`src/rtl/load_align_unit.sv`:
```
// load_align_unit: sequential load path that issues one or two aligned reads and registers the extended result.
// Optional feature macro LOAD_MISALIGN_EN: straddling loads are split into two beats instead of faulting.
`timescale 1ns/1ps
`default_nettype none

module load_align_unit #(
   parameter int DATA_W = 64,
   parameter int ADDR_W = 64
) (
   input  logic              clk,
   input  logic              rst,
   input  logic              req_valid,
   output logic              req_ready,
   input  logic [ADDR_W-1:0] req_addr,
   input  logic [2:0]        req_width,
   input  logic [DATA_W-1:0] req_alu_res,
   output logic              mem_req_valid,
   input  logic              mem_req_ready,
   output logic [ADDR_W-1:0] mem_addr,
   input  logic              mem_rsp_valid,
   input  logic [DATA_W-1:0] mem_rdata,
   output logic              rsp_valid,
   input  logic              rsp_ready,
   output logic [DATA_W-1:0] rsp_data,
   output logic              rsp_fault
);

   localparam int BYTES = DATA_W / 8;
   localparam int OFF_W = $clog2(BYTES);

   localparam logic [2:0] S_IDLE  = 3'd0;
   localparam logic [2:0] S_REQ0  = 3'd1;
   localparam logic [2:0] S_WAIT0 = 3'd2;
`ifdef LOAD_MISALIGN_EN
   localparam logic [2:0] S_REQ1  = 3'd3;
   localparam logic [2:0] S_WAIT1 = 3'd4;
`endif
   localparam logic [2:0] S_DONE  = 3'd5;

   localparam logic [2:0] W_PASS = 3'b000;
   localparam logic [2:0] W_D    = 3'b001;
   localparam logic [2:0] W_W    = 3'b010;
   localparam logic [2:0] W_H    = 3'b011;
   localparam logic [2:0] W_B    = 3'b100;
   localparam logic [2:0] W_WU   = 3'b101;
   localparam logic [2:0] W_HU   = 3'b110;
   localparam logic [2:0] W_BU   = 3'b111;

   logic [2:0]        r_state;
   logic [2:0]        r_width;
   logic [OFF_W-1:0]  r_off;
   logic [ADDR_W-1:0] r_mem_addr;
   logic [DATA_W-1:0] r_rsp_data;
   logic              r_rsp_fault;
`ifdef LOAD_MISALIGN_EN
   logic [DATA_W-1:0] r_beat0;
   logic              r_straddle;
`endif

   logic [OFF_W-1:0]  w_off;
   logic [4:0]        w_end;
   logic              w_straddle;
   logic              w_illegal;
   logic              w_fault;
   logic [ADDR_W-1:0] w_base;

   function automatic logic [4:0] f_size(input logic [2:0] w);
      case (w)
         W_D:        f_size = 5'd8;
         W_W, W_WU:  f_size = 5'd4;
         W_H, W_HU:  f_size = 5'd2;
         default:    f_size = 5'd1;
      endcase
   endfunction

   // Shift the two-beat window down to the addressed byte, keep sz bytes, then extend.
   function automatic logic [DATA_W-1:0] f_extract(input logic [2*DATA_W-1:0] cat,
                                                   input logic [OFF_W-1:0]    off,
                                                   input logic [2:0]          w);
      logic [DATA_W-1:0] low;
      logic [DATA_W-1:0] mask;
      logic              sbit;
      logic              sgn;
      low = DATA_W'(cat >> {off, 3'b000});
      case (w)
         W_B, W_BU: begin mask = DATA_W'(8'hFF);         sbit = low[7];  end
         W_H, W_HU: begin mask = DATA_W'(16'hFFFF);      sbit = low[15]; end
         W_W, W_WU: begin mask = DATA_W'(32'hFFFF_FFFF); sbit = low[31]; end
         default:   begin mask = '1;                     sbit = 1'b0;    end
      endcase
      sgn = (w == W_B) || (w == W_H) || (w == W_W);
      f_extract = (low & mask) | ((sgn && sbit) ? ~mask : '0);
   endfunction

   assign w_off      = req_addr[OFF_W-1:0];
   assign w_end      = 5'(w_off) + f_size(req_width);
   assign w_straddle = w_end > 5'(BYTES);
   assign w_illegal  = (req_width == W_D) && (DATA_W == 32);
   assign w_base     = {req_addr[ADDR_W-1:OFF_W], {OFF_W{1'b0}}};
`ifdef LOAD_MISALIGN_EN
   assign w_fault    = w_illegal;
`else
   assign w_fault    = w_illegal | w_straddle;
`endif

   always_ff @(posedge clk) begin
      if (rst) begin
         r_state     <= S_IDLE;
         r_width     <= '0;
         r_off       <= '0;
         r_mem_addr  <= '0;
         r_rsp_data  <= '0;
         r_rsp_fault <= 1'b0;
`ifdef LOAD_MISALIGN_EN
         r_beat0     <= '0;
         r_straddle  <= 1'b0;
`endif
      end else begin
         case (r_state)
            S_IDLE: begin
               if (req_valid) begin
                  r_width <= req_width;
                  r_off   <= w_off;
                  if (req_width == W_PASS) begin
                     r_rsp_data  <= req_alu_res;
                     r_rsp_fault <= 1'b0;
                     r_state     <= S_DONE;
                  end else if (w_fault) begin
                     r_rsp_data  <= '0;
                     r_rsp_fault <= 1'b1;
                     r_state     <= S_DONE;
                  end else begin
                     r_mem_addr <= w_base;
`ifdef LOAD_MISALIGN_EN
                     r_straddle <= w_straddle;
`endif
                     r_state    <= S_REQ0;
                  end
               end
            end
            S_REQ0: begin
               if (mem_req_ready) r_state <= S_WAIT0;
            end
            S_WAIT0: begin
               if (mem_rsp_valid) begin
`ifdef LOAD_MISALIGN_EN
                  r_beat0 <= mem_rdata;
                  if (r_straddle) begin
                     r_mem_addr <= r_mem_addr + ADDR_W'(BYTES);
                     r_state    <= S_REQ1;
                  end else begin
                     r_rsp_data  <= f_extract({{DATA_W{1'b0}}, mem_rdata}, r_off, r_width);
                     r_rsp_fault <= 1'b0;
                     r_state     <= S_DONE;
                  end
`else
                  r_rsp_data  <= f_extract({{DATA_W{1'b0}}, mem_rdata}, r_off, r_width);
                  r_rsp_fault <= 1'b0;
                  r_state     <= S_DONE;
`endif
               end
            end
`ifdef LOAD_MISALIGN_EN
            S_REQ1: begin
               if (mem_req_ready) r_state <= S_WAIT1;
            end
            S_WAIT1: begin
               if (mem_rsp_valid) begin
                  r_rsp_data  <= f_extract({mem_rdata, r_beat0}, r_off, r_width);
                  r_rsp_fault <= 1'b0;
                  r_state     <= S_DONE;
               end
            end
`endif
            S_DONE: begin
               if (rsp_ready) r_state <= S_IDLE;
            end
            default: r_state <= S_IDLE;
         endcase
      end
   end

   assign req_ready     = (r_state == S_IDLE);
`ifdef LOAD_MISALIGN_EN
   assign mem_req_valid = (r_state == S_REQ0) || (r_state == S_REQ1);
`else
   assign mem_req_valid = (r_state == S_REQ0);
`endif
   assign mem_addr      = r_mem_addr;
   assign rsp_valid     = (r_state == S_DONE);
   assign rsp_data      = r_rsp_data;
   assign rsp_fault     = r_rsp_fault;

endmodule

`default_nettype wire

```
`config.mk`:
```
export PLATFORM = sky130hd
export DESIGN_NAME = load_align_unit
export DESIGN_NICKNAME = d
export VERILOG_FILES = /design/src/rtl/load_align_unit.sv
export SDC_FILE = /design/constraint.sdc
export NUM_CORES = 1
export LEC_CHECK = 0
export CORE_ASPECT_RATIO = 1.5
export CORE_MARGIN = 5
export CORE_UTILIZATION = 46
export DETAILED_ROUTE_END_ITERATION = 10
export GPL_TIMING_DRIVEN = 0
export PLACE_DENSITY_LB_ADDON = 0.3
export SETUP_SLACK_MARGIN = 0.5
export SYNTH_ARGS = -nofsm -noshare
export SYNTH_HDL_FRONTEND = slang
export SYNTH_SLANG_ARGS = --single-unit
```
`constraint.sdc`:
```
create_clock -name clk -period 6.5 [get_ports clk]
set_clock_uncertainty 0.2 [all_clocks]
set_input_delay 1.3 -clock clk [delete_from_list [all_inputs] [get_ports clk]]
set_output_delay 1.3 -clock clk [all_outputs]
set_load 0.05 [all_outputs]
```
Fig. 1: run 1, M1 wires
The bar under the picture is 20 um long. Supply wires on this layer in grey.
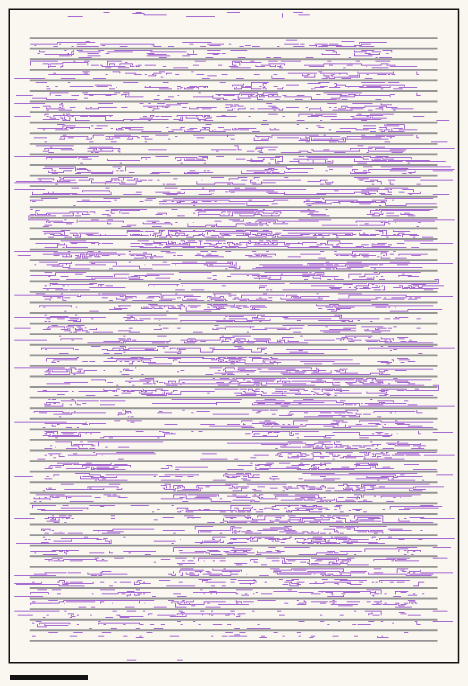
The layer holds 32% of the routed length. The wires run mostly horizontal. The layer carries 10300 um of wire. The longest straight run is 41.4 um.

Fig. 2: run 1, the metal 2 layer
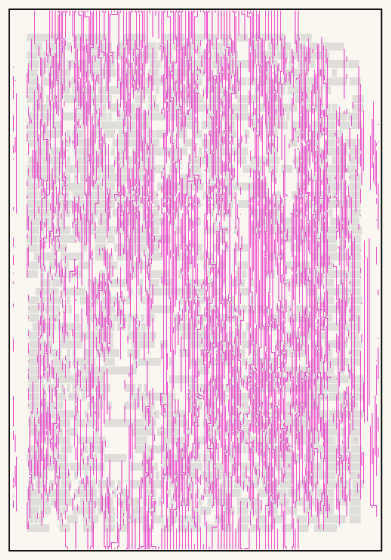
The layer carries 16900 um of wire. The longest straight run is 86.0 um. 1307 nets have wire on it. The layer holds 52% of the routed length. The wires run mostly vertical.
routed vias: 8905
grt met2 use: 0.589
total wirelength of the detailed-routed design: 32500 um

==> impl_results.rst, run 1 <==
Physical design figures
=======================

.. list-table::
   :header-rows: 1

   * - Metric
     - Value
   * - Number of filler instances in the final layout
     - 1341
   * - Count of max-cap constraint violations
     - 0
   * - Clock tree from TritonCTS
     - done
   * - DP Wirelength
     - 26500 um
   * - Number of global-route vias before repair
     - 9060
   * - Number of buffers added to fix hold violations after cts
     - 0
   * - Number of buffers and inverters on the critical path
     - 3
   * - Netlist area before placement
     - 0.00763 sq mm
   * - Crit path max-delay family
     - AND-OR/OR-AND gates
   * - Share of async-settable or async-resettable flops after synthesis
     - 0
   * - Top_reg_cell synth
     - dfxtp_1
   * - Die ar.
     - 0.0193 sq mm
   * - Number of warnings in the stage logs
     - 26
   * - Endpoint kind of the worst setup timing path
     - flip-flop
   * - Outcome
     - complete, no violations
   * - Actual slew at the worst max-slew pin
     - 1.26 ns
   * - Die outline height
     - 168 um
   * - Arrival time of data at the critical path endpoint
     - 4.60 ns
   * - Crit Path Max Fanout
     - 10
   * - Flops & latches, synth
     - 135
   * - Reg2Reg Launch Point
     - r_off[0]$_SDFFE_PP0P_
   * - Clock insertion delay at the later pin of the skew report
     - 0.42 ns
   * - DR pass1 iterations
     - 6
   * - Post-Syn Instances
     - 952
   * - Total GRT Usage
     - 0.323
   * - Total number of H-tree levels
     - 4
   * - Effective utilization at floorplan
     - 0.469
   * - Delay of the slowest cell on the worst path
     - 0.58 ns
   * - Total power divided by cell area
     - 262 mW/mm^2
   * - Critical path data required time
     - 6.66 ns
   * - Min-delay src
     - mem_addr[37]$_SDFFE_PP0P_
   * - Clock sink count
     - 135
   * - Antenna violations before repair
     - 2
   * - CP startpoint kind
     - input port
   * - Chip area estimate from yosys synthesis
     - 0.00763 sq mm
   * - Post-route antenna net violation count
     - 0
   * - Area added between synthesis and finish
     - 54.1%
   * - Gpl congestion
     - 1.02
   * - DR DRC count
     - 0
   * - CTS buffer count
     - 17
   * - Yosys warnings
     - 0
   * - Worst hold slack
     - 0.253 ns
   * - RSZ-0062 raised after global routing
     - false
   * - Clk network pwr share
     - 0.331
   * - Placeable Area
     - 0.0163 sq mm
   * - Peak VDD IR
     - 0.197 mV
   * - Switching share of total power
     - 0.381
   * - Post-CTS clock slew at the launch and capture registers of the worst setup and hold paths
     - 0.06 ns
   * - Sequential group share of total power
     - 0.307
   * - Clock period minus worst slack
     - 4.44 ns
   * - Detail-routed via count per cell
     - 5.87
   * - NetSw
     - 1.17 mW
   * - Launching instance or port of the critical path
     - req_width[1]
   * - Wire per inst
     - 21.4 um
   * - Mean instance size in the synthesized netlist
     - 8.01 sq um
   * - Number of placed I/O pins
     - 333
   * - Combinational cell fraction of total power
     - 0.363
   * - Internal power summed over all cells
     - 1.90 mW
   * - Count of flip-flops with a built-in enable after synthesis
     - 0
   * - Cell with the biggest individual delay on the critical path
     - a21oi_1
   * - Maximum number of pins on one net before global-route repair
     - 17
   * - Horizontal extent of the die
     - 115 um
   * - Worst Hold Class
     - flip-flop to flip-flop
   * - Leak pwr
     - 4.11 nW
   * - GRT Residual Overflow
     - 0
   * - First-pass GRT wire length
     - 48300 um
   * - Max Root-Sink Buffers
     - 2
   * - Final setup violating endpoints
     - 0
   * - Post-CTS setup buffer count
     - 0
Fig. 3: run 1, M3 wires
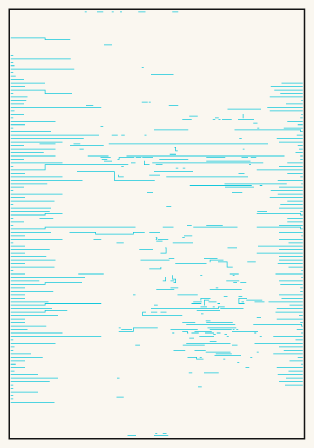
The wires run mostly horizontal. 300 nets have wire on it. The layer holds 9.0% of the routed length. The longest straight run is 62.1 um. The layer carries 2910 um of wire.

Fig. 4: run 1, the metal 4 layer
The bar under the picture is 20 um long. Supply wires on this layer in grey.
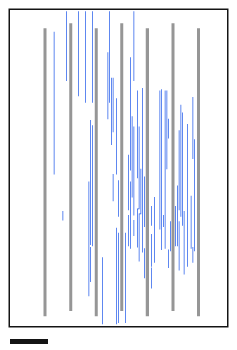
The wires run mostly vertical. The layer carries 2310 um of wire.

-- run 1: state kept, by name, indices dropped and copies added (netlist names) --
register	cells
mem_addr	61
r_off	3
r_state	3
r_width	3
rsp_data	64
rsp_fault	1
-- run 1: metrics by stage --
stage / setup slack, ns / total power, mW / cell area (sq um) / std cells / utilization
2_1_floorplan: 2.51 / 1.63 / 7630 / 954 / -
3_3_place_gp: 1.83 / 2.05 / 11100 / 1485 / 0.685
3_5_place_dp: 1.74 / 2.07 / 11100 / 1485 / 0.685
4_1_cts: 2.15 / 3.08 / 11800 / 1517 / 0.723
5_1_grt: 1.91 / 3.20 / 11800 / 1518 / 0.723
6_report: 2.06 / 3.08 / 11800 / 1518 / 0.723
-- run 1: worst paths after layout --
path	endpoint	slack, ns	cells past startpoint
max	rsp_data[53]$_SDFFE_PP0P_	2.06	12
min reg2reg	mem_addr[37]$_SDFFE_PP0P_	0.25	2
min	mem_addr[37]$_SDFFE_PP0P_	0.25	2
max reg2reg	rsp_data[17]$_SDFFE_PP0P_	3.25	7
-- run 1: per-layer routing --
metal	GRT usage	up-vias	wire, um
met5	0	-	20
met4	0.221	2	2310
met3	0.0975	123	2910
met2	0.589	462	16900
met1	0.299	4135	10300
li1	-	4183	-
-- run 1: power groups by stage --
stage                     registers (mW)  logic (mW)  clock network [mW]
after floorplan                     1.20       0.435                   0
after global placement             0.957        1.10                   0
after detailed placement           0.961        1.11                   0
after CTS                          0.943        1.11                1.03
after global routing               0.954        1.18                1.07
final                              0.944        1.12                1.02
-- run 1: synthesized netlist by cell type (9+ instances only) --
cell | n | area, sq um
a22oi_1 | 16 | 120
dfxtp_1 | 135 | 2700
nor2_1 | 37 | 139
buf_2 | 20 | 100
and2_1 | 11 | 68.8
mux2i_1 | 57 | 571
a21oi_1 | 137 | 686
a32o_1 | 32 | 320
a211oi_1 | 9 | 67.6
o21ai_0 | 17 | 85.1
clkbuf_1 | 75 | 282
a311oi_2 | 10 | 150
nand3_1 | 10 | 50.1
nand3b_1 | 9 | 67.6
a311oi_1 | 14 | 123
nand4_1 | 24 | 150
mux2_2 | 10 | 113
nand2_1 | 214 | 803
-- run 1: cell type report --
cell class	count	area, sq um	share of cell area
inverters	6	22.5	0.00192
diodes	1	2.50	0.000213
repair buffers	325	3250	0.277
well taps	206	258	0.0219
flip-flops and latches	135	2700	0.230
clock inverters	15	179	0.0152
clock buffers	17	425	0.0362
plain buffers	102	430	0.0366
multi-input cells	711	4480	0.381
-- run 1: tightest hold or removal path: cells and delay by family, from the launching register on --
kind             cells  cell delay, ns
AND/OR/NAND/NOR      1            0.05
AND-OR/OR-AND        1            0.05
flip-flops           1            0.31
-- run 1: logic make-up after synthesis --
kind of cell | after synthesis | synth area share
DFF | 135 | 0.354
buffers and inverters | 108 | 0.0594
adders and majority gates | 4 | 0.00755
AOI/OAI and AO/OA | 290 | 0.267
xor gates and xnor gates | 3 | 0.00345
muxes | 75 | 0.113
and+or+nand+nor | 336 | 0.194
other | 1 | 0.000492
## Run 2: what changed since run 1
Settings changed: CORE_UTILIZATION 46 to 39.
Clock period 6.5 ns to 3.9 ns, I/O delays scaled along.
Fig. 5: run 2, M3 wires
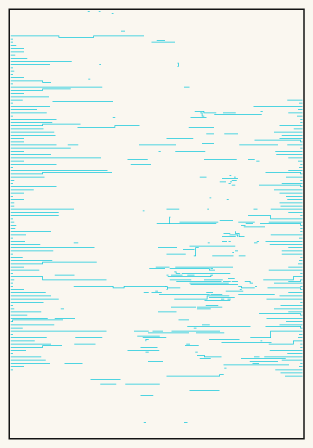
The wires run mostly horizontal. The layer carries 3170 um of wire. The layer holds 9.5% of the routed length. The longest straight run is 40.7 um. 283 nets have wire on it.
met3 global-route usage: 0.0914
routed vias: 8849

Fig. 6: run 2, the metal 4 layer
The bar under the picture is 20 um long. Supply wires on this layer in grey.
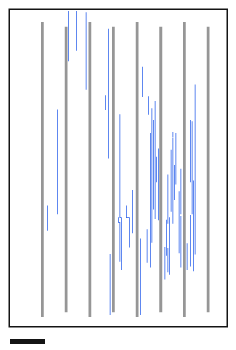
The layer carries 1490 um of wire. The wires run mostly vertical. 33 nets have wire on it. The layer holds 4.5% of the routed length. The longest straight run is 97.2 um.
total wirelength of the detailed-routed design: 33200 um

Fig. 7: run 2, M1 wires
The bar under the picture is 20 um long. Supply wires on this layer in grey.
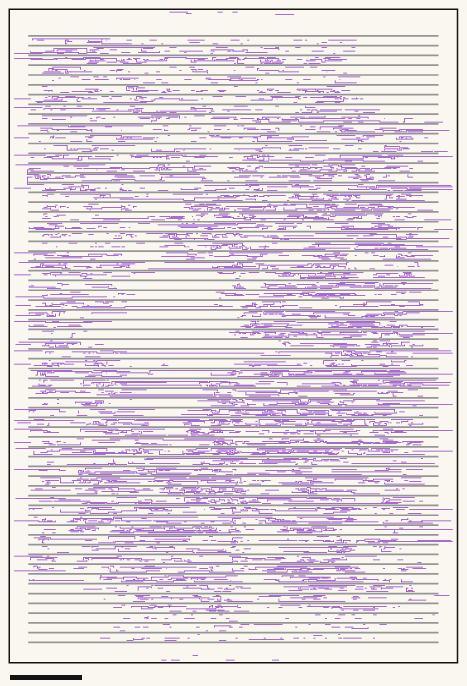
The layer carries 11500 um of wire. The layer holds 35% of the routed length. 1372 nets have wire on it. The wires run mostly horizontal.
grt met1 use: 0.298

==> run 2 against run 1 <==
Global-route usage fell by 3.5 points; synthesized cell count unchanged; final cell count rose by 3.4%; sequential power increased by 66%; clock-buffer cell count grew 1; first-iteration DRC count fell by 23%; sequential share of layout area down 0.32 points; critical path type unchanged; critical endpoint is now rsp_data[51]$_SDFFE_PP0P_; highest routed layer is now met4.
==> impl_results.rst, run 2 <==
Physical design figures
=======================

.. list-table::
   :header-rows: 1

   * - Metric
     - Value
   * - Netlist area before placement
     - 0.00763 sq mm
   * - Wire per inst
     - 21.1 um
   * - Diode insertion count for antenna repair
     - 0
   * - Effective utilization at floorplan
     - 0.396
   * - Count of flip-flops with a built-in enable after synthesis
     - 0
   * - RSZ-0062 raised after global routing
     - true
   * - Number of warnings in the stage logs
     - 28
   * - Yosys warnings
     - 0
   * - Clock sink count
     - 135
   * - Most common logic cells in the final layout
     - 324 x clkdlybuf4s50_1, 214 x nand2_1, 136 x a21oi_1, 135 x dfxtp_1, 60 x clkbuf_1
   * - Count of max-cap constraint violations
     - 0
   * - Clock period minus worst slack
     - 3.35 ns
   * - Die ar.
     - 0.0225 sq mm
   * - First-iteration detailed-routing DRC count
     - 509
   * - DR pass1 iterations
     - 6
   * - Row Count
     - 62
   * - Share of layout cells above drive strength 1
     - 0.0860
   * - R2r setup slk
     - 0.62 ns
   * - Clock tree from TritonCTS
     - done
   * - Number of placed I/O pins
     - 333
   * - Post-route antenna net violation count
     - 0
   * - Peak VDD IR
     - 0.294 mV
   * - Power, Total
     - 5.13 mW
   * - Outcome
     - complete, no violations
   * - Post-CTS clock slew at the launch and capture registers of the worst setup and hold paths
     - 0.07 ns
   * - Placeable Area
     - 0.0192 sq mm
   * - Clock insertion delay at the later pin of the skew report
     - 0.43 ns
   * - Share of async-settable or async-resettable flops after synthesis
     - 0
   * - Layout Cell Area excl Fill
     - 0.0119 sq mm
   * - Leading post-synthesis cells by instance count
     - 214 x nand2_1, 137 x a21oi_1, 135 x dfxtp_1
   * - Actual slew at the worst max-slew pin
     - 1.26 ns
   * - Worst hold slack
     - 0.253 ns
   * - Total number of H-tree levels
     - 4
   * - Gpl congestion
     - 0.990
   * - Leak pwr
     - 4.19 nW
   * - Total power divided by cell area
     - 430 mW/mm^2
   * - Maximum number of pins on one net before global-route repair
     - 17
   * - Area added between synthesis and finish
     - 56.2%
   * - Seq/Total Area, Yosys
     - 0.354
   * - Top cell area share
     - 0.354
   * - Number of filler instances in the final layout
     - 1788
   * - Detail-routed via count per cell
     - 5.64
   * - Leading area contributor after synthesis
     - dfxtp_1
   * - CTS buffer count
     - 17
   * - Cell area reported after detailed placement
     - 0.0112 sq mm
   * - Top_reg_cell synth
     - dfxtp_1
   * - Final setup violating endpoints
     - 0
   * - Number of flip-flops under the largest register name
     - 64
   * - Horizontal extent of the die
     - 124 um
   * - GRT Residual Overflow
     - 0
   * - Post-synth area hogs
     - dfxtp_1 35%, nand2_1 11%, a21oi_1 9.0%, mux2i_1 7.5%, a32o_1 4.2%
   * - Final Slew Violations
     - 0
   * - First-pass GRT wire length
     - 49800 um
   * - Number of buffers added to fix hold violations after cts
     - 0
   * - Most common cell in the synthesized netlist
     - nand2_1
   * - Critical path data required time
     - 4.02 ns
   * - Root buffer selected by CTS
     - clkbuf_16
   * - Normalized max-slew margin
     - 0.152
   * - Antenna violations before repair
     - 0
   * - Post-layout net count
     - 1506
   * - CP startpoint kind
     - input port
   * - Max Root-Sink Buffers
     - 2
   * - Post-Syn Instances
     - 952
   * - Worst Hold Class
     - flip-flop to flip-flop
   * - Chip area estimate from yosys synthesis
     - 0.00763 sq mm
   * - Share of the clock period used by the worst path after layout
     - 0.860
   * - Flops & latches, synth
     - 135
   * - Post-synthesis cell count from yosys
     - 952
   * - Endpoint kind of the worst setup timing path
     - flip-flop
   * - Final hold violation count
     - 0
   * - Setup TNS
     - 0 ns
   * - Mean instance size in the synthesized netlist
     - 8.01 sq um
   * - Number of global-route vias before repair
     - 8904
   * - DP Wirelength
     - 26700 um
   * - DR DRC count
     - 0
   * - Arrival time of data at the critical path endpoint
     - 3.47 ns
   * - Fmax
     - 298 MHz
   * - Crit Path Max Fanout
     - 10
   * - Crit path kind
     - input port to flip-flop
   * - Total GRT Usage
     - 0.288
   * - Unique cell types
     - 53
   * - Die outline height
     - 181 um
==> run 2: worst paths after layout <==
kind | start | endpoint | cells past startpoint
max reg2reg | r_off[1]$_SDFFE_PP0P_ | rsp_data[13]$_SDFFE_PP0P_ | 8
max | req_addr[0] | rsp_data[51]$_SDFFE_PP0P_ | 11
min | mem_addr[43]$_SDFFE_PP0P_ | mem_addr[43]$_SDFFE_PP0P_ | 2
min reg2reg | mem_addr[43]$_SDFFE_PP0P_ | mem_addr[43]$_SDFFE_PP0P_ | 2
==> run 2: area by class of cell <==
class | instances | area (sq um) | area share
Multi-Input combinational cell | 711 | 4530 | 0.380
Timing Repair Buffer | 328 | 3280 | 0.275
Sequential cell | 135 | 2700 | 0.227
Buffer | 102 | 459 | 0.0385
Clock buffer | 18 | 439 | 0.0369
Tap cell | 256 | 320 | 0.0269
Clock inverter | 14 | 161 | 0.0135
Inverter | 6 | 22.5 | 0.00189
==> run 2: routing by layer <==
| layer | up-vias | part of all wire | track usage |
|---|---|---|---|
| met3 | 94 | 0.095 | 0.0914 |
| li1 | 4179 | - | - |
| met2 | 446 | 0.51 | 0.518 |
| met5 | - | 0 | 0 |
| met4 | 0 | 0.045 | 0.131 |
| met1 | 4130 | 0.35 | 0.298 |
==> run 2: metrics by stage <==
step / std cells / util / setup slack (ns)
6_report: 1570 / 0.619 / 0.545
4_1_cts: 1568 / 0.616 / 0.485
3_5_place_dp: 1535 / 0.583 / -0.257
2_1_floorplan: 954 / - / 0.508
5_1_grt: 1570 / 0.619 / 0.479
3_3_place_gp: 1535 / 0.583 / -0.232
==> run 2: critical path, cell delays in order <==
cell             delay (ns)
clkdlybuf4s50_1        0.51
ha_1                   0.17
inv_1                  0.05
fa_1                   0.41
nand2b_1               0.16
a311o_2                0.46
o311ai_4               0.11
buf_4                  0.19
a21oi_2                0.11
buf_2                  0.29
a32o_1                 0.22
==> run 2: cell families (layout without fill, tap and decap cells) <==
family                     Yosys count  count (layout)  share of synthesized area
AOI/OAI and AO/OA                  290             290                      0.267
and+or+nand+nor                    336             336                      0.194
DFF                                135             135                      0.354
buffers and inverters              108             468                     0.0594
adders and majority gates            4               4                    0.00755
other                                1               3                   0.000492
muxes                               75              75                      0.113
xor gates and xnor gates             3               3                    0.00345
==> run 2: what timing repair did <==
action | 4_1_cts | 5_1_grt
gates resized | 9 | 30
endpoints found under the setup margin | 119 | 123
setup buffers | 1 | 2
pin swaps | 1 | 2
==> run 2: power breakdown <==
group / total, mW / leakage, nW / internal [mW] / switching, mW
combinational: 1.89 / 2.80 / 0.719 / 1.17
sequential: 1.57 / 1.10 / 1.50 / 0.0674
clock: 1.66 / 0.288 / 0.926 / 0.738
total: 5.13 / 4.19 / 3.15 / 1.98
Power figures rest on the tool's default switching activity, not on a simulated workload.
